`src/rtl/md4_msg_padder_if.sv`:
```
// Byte-stream input and 512-bit block output handshakes of the MD4 message padder.
interface md4_msg_padder_if;
  logic         in_valid;
  logic         in_ready;
  logic [7:0]   in_data;
  logic         in_last;
  logic         blk_valid;
  logic         blk_ready;
  logic [511:0] blk_data;
  logic         blk_last;

  // Source of message bytes and consumer of padded blocks.
  modport master (
    output in_valid,
    output in_data,
    output in_last,
    output blk_ready,
    input  in_ready,
    input  blk_valid,
    input  blk_data,
    input  blk_last
  );

  // The padder itself.
  modport slave (
    input  in_valid,
    input  in_data,
    input  in_last,
    input  blk_ready,
    output in_ready,
    output blk_valid,
    output blk_data,
    output blk_last
  );
endinterface

```
`src/rtl/md4_msg_padder.sv`:
```
// MD4 message padder: collects message bytes into a 512-bit block buffer, appends the
// 0x80 marker, zero fill and the 64-bit bit length, and hands out blocks in the M layout
// used by the round stages (byte i at blk_data[511-8i -: 8], length in blk_data[63:0]).
module md4_msg_padder #(
  parameter int unsigned LEN_W = 64  // must stay 64 so blk_data[63:0] is fully driven
) (
  input  logic        clk,
  input  logic        rst,
  md4_msg_padder_if.slave bus
);

  typedef enum logic [2:0] {
    StFill,
    StEmitData,   // full data block, message continues
    StEmitDataP,  // full data block, 0x80 and length still owed
    StEmitPad1,   // block ends with 0x80, length still owed
    StEmitFinal   // block carrying the length
  } state_e;

  state_e             state_q, state_d;
  logic [511:0]       blk_q, blk_d;
  logic [6:0]         idx_q, idx_d;
  logic [LEN_W-1:0]   cnt_q, cnt_d;
  logic               blk_valid_q, blk_valid_d;
  logic               blk_last_q, blk_last_d;

  logic [6:0]         idx_nxt;
  logic [LEN_W-1:0]   cnt_inc;
  logic [LEN_W-1:0]   len_now;  // bit length including the byte accepted this cycle
  logic [LEN_W-1:0]   len_old;  // bit length of the bytes already counted

  assign idx_nxt = idx_q + 7'd1;
  assign cnt_inc = cnt_q + 1'b1;
  assign len_now = cnt_inc << 3;
  assign len_old = cnt_q << 3;

  // in_ready is decoded from state; rst forces it low during the reset cycle.
  assign bus.in_ready  = (state_q == StFill) && !rst;
  assign bus.blk_valid = blk_valid_q;
  assign bus.blk_last  = blk_last_q;
  assign bus.blk_data  = blk_q;

  // Next-state, buffer update and registered-output decode.
  always_comb begin
    state_d = state_q;
    blk_d   = blk_q;
    idx_d   = idx_q;
    cnt_d   = cnt_q;

    unique case (state_q)
      StFill: begin
        if (bus.in_valid) begin
          for (int i = 0; i < 64; i++) begin
            if (idx_q == 7'(i)) begin
              blk_d[511-8*i -: 8] = bus.in_data;
            end
            // Marker lands right after the last byte when it still fits in this block.
            if (bus.in_last && (idx_nxt == 7'(i))) begin
              blk_d[511-8*i -: 8] = 8'h80;
            end
          end
          idx_d = idx_nxt;
          cnt_d = cnt_inc;
          if (bus.in_last) begin
            if (idx_nxt <= 7'd55) begin
              blk_d[63:0] = len_now;
              state_d     = StEmitFinal;
            end else if (idx_nxt <= 7'd63) begin
              state_d = StEmitPad1;
            end else begin
              state_d = StEmitDataP;
            end
          end else if (idx_nxt == 7'd64) begin
            state_d = StEmitData;
          end
        end
      end
      StEmitData: begin
        if (bus.blk_ready) begin
          blk_d   = '0;
          idx_d   = '0;
          state_d = StFill;
        end
      end
      StEmitDataP: begin
        if (bus.blk_ready) begin
          blk_d          = '0;
          blk_d[511:504] = 8'h80;
          blk_d[63:0]    = len_old;
          state_d        = StEmitFinal;
        end
      end
      StEmitPad1: begin
        if (bus.blk_ready) begin
          blk_d       = '0;
          blk_d[63:0] = len_old;
          state_d     = StEmitFinal;
        end
      end
      StEmitFinal: begin
        if (bus.blk_ready) begin
          blk_d   = '0;
          idx_d   = '0;
          cnt_d   = '0;
          state_d = StFill;
        end
      end
      default: begin
        state_d = StFill;
      end
    endcase

    blk_valid_d = (state_d != StFill);
    blk_last_d  = (state_d == StEmitFinal);
  end

  // State and output registers; reset discards any partial message or pending block.
  always_ff @(posedge clk) begin
    if (rst) begin
      state_q     <= StFill;
      blk_q       <= '0;
      idx_q       <= '0;
      cnt_q       <= '0;
      blk_valid_q <= 1'b0;
      blk_last_q  <= 1'b0;
    end else begin
      state_q     <= state_d;
      blk_q       <= blk_d;
      idx_q       <= idx_d;
      cnt_q       <= cnt_d;
      blk_valid_q <= blk_valid_d;
      blk_last_q  <= blk_last_d;
    end
  end

endmodule

```
`src/flat_wrapper.sv`:
```
// flat-port wrapper written by rule: the top's interface ports become plain ports
module md4_msg_padder_flat 
#(
  parameter int unsigned LEN_W = 64                                                   
)
  (clk, rst, bus_in_valid, bus_in_data, bus_in_last, bus_blk_ready, bus_in_ready, bus_blk_valid, bus_blk_data, bus_blk_last);
  md4_msg_padder_if bus_i ();
  input  logic clk;
  input  logic rst;
  input wire logic [$bits(bus_i.in_valid)-1:0] bus_in_valid;
  input wire logic [$bits(bus_i.in_data)-1:0] bus_in_data;
  input wire logic [$bits(bus_i.in_last)-1:0] bus_in_last;
  input wire logic [$bits(bus_i.blk_ready)-1:0] bus_blk_ready;
  output wire logic [$bits(bus_i.in_ready)-1:0] bus_in_ready;
  output wire logic [$bits(bus_i.blk_valid)-1:0] bus_blk_valid;
  output wire logic [$bits(bus_i.blk_data)-1:0] bus_blk_data;
  output wire logic [$bits(bus_i.blk_last)-1:0] bus_blk_last;
  assign bus_i.in_valid = bus_in_valid;
  assign bus_i.in_data = bus_in_data;
  assign bus_i.in_last = bus_in_last;
  assign bus_i.blk_ready = bus_blk_ready;
  assign bus_in_ready = bus_i.in_ready;
  assign bus_blk_valid = bus_i.blk_valid;
  assign bus_blk_data = bus_i.blk_data;
  assign bus_blk_last = bus_i.blk_last;
  md4_msg_padder #(.LEN_W(LEN_W)) u_core (.clk(clk), .rst(rst), .bus(bus_i));
endmodule
```
`config.mk`:
```
export PLATFORM = sky130hd
export DESIGN_NAME = md4_msg_padder_flat
export DESIGN_NICKNAME = d
export VERILOG_FILES = /design/src/rtl/md4_msg_padder_if.sv /design/src/rtl/md4_msg_padder.sv /design/src/flat_wrapper.sv
export SDC_FILE = /design/constraint.sdc
export NUM_CORES = 2
export LEC_CHECK = 0
export CORE_MARGIN = 4
export CORE_UTILIZATION = 40
export CTS_CLUSTER_SIZE = 25
export DETAILED_ROUTE_END_ITERATION = 8
export SLEW_MARGIN = 20
export SYNTH_ARGS = -nofsm -noshare
export SYNTH_HDL_FRONTEND = slang
export SYNTH_SLANG_ARGS = --single-unit
```
`constraint.sdc`:
```
create_clock -name clk -period 4.4 [get_ports clk]
set_input_delay 0.88 -clock clk [delete_from_list [all_inputs] [get_ports clk]]
set_output_delay 0.88 -clock clk [all_outputs]
set_load 0.03 [all_outputs]
```
### The metal 2 layer

Bar = 100 um.
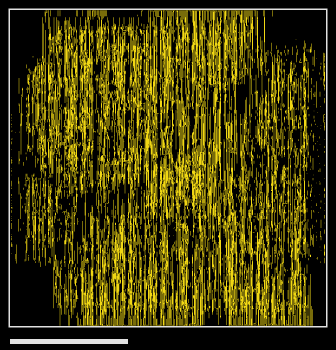
wire length on this layer: 52.5 mm
nets with wire on the layer: 3,003
met2 GRT Util: 48.8%
DR vias: 27,532
final wirelength: 113,000 um

### Signal wires on met3

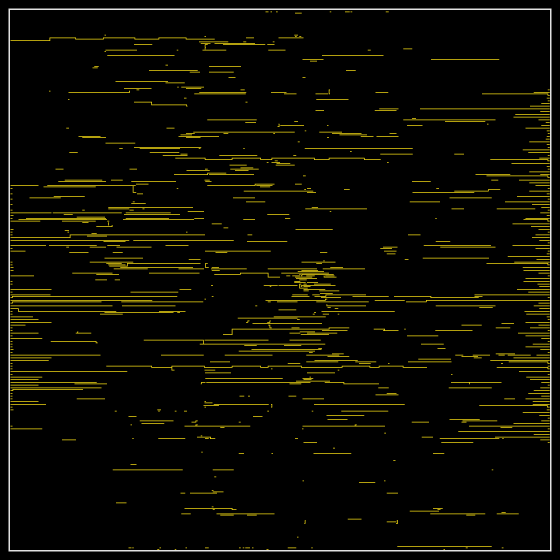
longest straight run: 81.9 um
share of all routed wire: 7.1%
wire length on this layer: 8,010 um
met3 Use GR: 5.81%

==> deck_impl_summary.md <==
Synthesis and Place & Route Summary

Global routing
  – Largest net degree at the start of global routing: 217
  – Vias in the first global route: 24,838
  – First-pass GRT wire length: 165,000 um
  – Overflow after GRT: 0
  – Antenna violations before repair: 3

Floorplan
  – Tapcell count: 873
  – Die Y: 269 um
  – Total core area: 67,300 um^2
  – Init Core Util: 40.3%
  – FP Rows: 95
  – Die area: 72,100 um^2
  – Die X-Extent: 269 um
  – Ports: 528

Power
  – P_sw: 3610 uW
  – Cell internal pwr: 9340 uW
  – Clk. pwr: 5710 uW
  – Sequential share of power: 43.0%
  – P_leak: 0.0117 uW
  – Switching part of the total: 27.9%
  – Power per cell area: 365 nW/um^2

Finish
  – Top cell category: combinational gates
  – Combinational fraction of the cell area: 40.1%
  – Clock Network Area Fraction: 6.26%
  – Most common logic cell in the routed design: dfxtp_1
  – Fraction of layout instances using a drive strength above 1: 7.69%
  – Post-Layout Inst Area: 35,500 um^2
  – NumNets Final: 3,887
  – Clkbuf count: 99
  – Inverters: 16
  – Number of logic gates: 2,569
  – Fillers: 6,463
  – Max FFs per register: 512
  – NonClk Buf Share: 17.3%
  – Most common logic cells in the final layout: dfxtp_1 (585), a21oi_1 (576), clkdlybuf4s50_1 (525)

Placement
  – GPL Wtd Cong: 0.936
  – I/O Buffers: 527
  – Post-place instance area: 33,200 um^2

STA
  – Worst Tran Pin Value: 1160 ps
  – Period utilization: 89.6%
  – Final hold slack: 449 ps
  – Slew headroom: 22.9%
  – Final setup viols: 0
  – Setup_tns: 0 ps
  – Slew Limit Fails: 0
  – Clock Skew: 26.4 ps
  – RSZ-0062 raised after global routing: no

Worst setup path
  – Critical Path Max Stage Delay: 610 ps
  – Crit path DAT: 4460 ps
  – Worst setup path endpoint: u_core.bus.blk_data[225]
  – Crit. path cell count: 10
  – Reg2reg start: u_core.idx_q[0]
  – Cells on worst reg2reg path: 10
  – CP Max Fanout: 16
  – Buffers & Inverters on Critical Path: 2
  – Capturing point of the worst reg2reg path: u_core.bus.blk_data[225]
  – Top delay family on crit path: simple AND/OR/NAND/NOR gates
  – Critical Path Sink Type: flip-flop
  – CP required: 4920 ps
  – Reg2reg setup slack: 460 ps
  – Critical path's slowest cell: dfxtp_1

Synth
  – Library cells used by synthesis: 88
  – Synthesized area: 27,100 um^2
  – Synth Register Bits: 585
  – Seq share, synth: 43.1%
  – Post-Syn Instances: 3,477
  – Syn Nets: 3,498
  – Commonest cells in the netlist: dfxtp_1 (585), a21oi_1 (576), nand2_1 (488), or3_1 (316), nor2_1 (273)
  – Area reported by Yosys stat: 27,100 um^2
  – Cell type with the largest total area: dfxtp_1
  – Synth Warn #: 0
  – Ys flop type: dfxtp_1
  – Synth top area cells: dfxtp_1 (43%), a21oi_1 (11%), or3_1 (7.3%)
  – EDFF count, synth: 0
  – Synth async-reset ratio: 0%

CTS
  – Longest Clk Path Bufs: 3
  – Post-CTS Setup Inserts: 0
  – Quantity of hold-fixing buffers added after cts: 0
  – Clk sinks: 585
  – CTS resizes: 0

Detailed routing
  – Starting DRT DRC Count: 2,949
  – Wire length on met2: 52,500 um
  – # DRC: 0
  – WL met3: 8010 um
  – Pre-antenna DRT Iters: 6

Worst hold path
  – HP Start: u_core.bus.blk_data[259]
  – Hold Path Class: flip-flop to flip-flop
  – Hold Path End: u_core.bus.blk_data[259]

Run
  – Max-cap violations: 0
  – OpenROAD warnings: 41

Status
  – Status: completed
### Register map, names as in the netlist

Bar = 100 um.
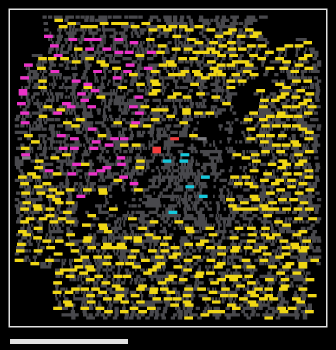
| signal | color | sequential cells |
|---|---|---|
| u_core.state_q | red | 3 |
| u_core.cnt_q | magenta | 61 |
| u_core.idx_q | cyan | 7 |
| u_core.bus.blk_data | yellow | 512 |
not colored: 2
Seq power: 5580 uW
sequential cell area: 11,700 um^2
flop share of the area: 33.0%

### Track usage over the die

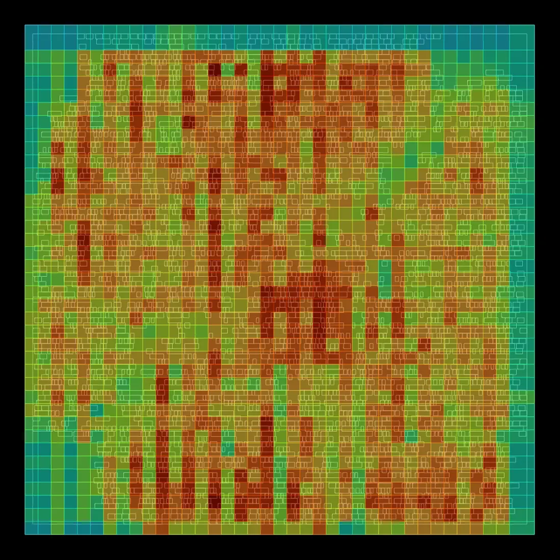
wire length per cell: 23.5 um
met1 Use GR: 39.1%
global-route usage over all layers: 29.7%
Final Util: 52.7%

## kinds of logic after synthesis
logic type               synth area share [%]
AND-OR/OR-AND                            21.5
AND/OR/NAND/NOR                          26.6
XOR/XNOR                                 1.58
flip-flops                               43.1
adder cells (fa/ha/maj)                 0.369
multiplexers                             2.00
buffers and inverters                    4.89
## per-layer routing
layer | global-route usage, % | up-vias
met5 | 0 | -
met4 | 10.9 | 2
met3 | 5.81 | 223
met2 | 48.8 | 1116
met1 | 39.1 | 13103
li1 | - | 13088
## metrics by stage
stage | std cells | total power, uW | setup slack (ps)
finish | 4793 | 13000 | 460
global route | 4789 | 13400 | 200
CTS | 4789 | 13000 | 561
detailed placement | 4670 | 7340 | 605
global placement | 4670 | 7330 | 678
floorplan | 3477 | 6620 | 1390
Power and IR drop assume default switching activity.
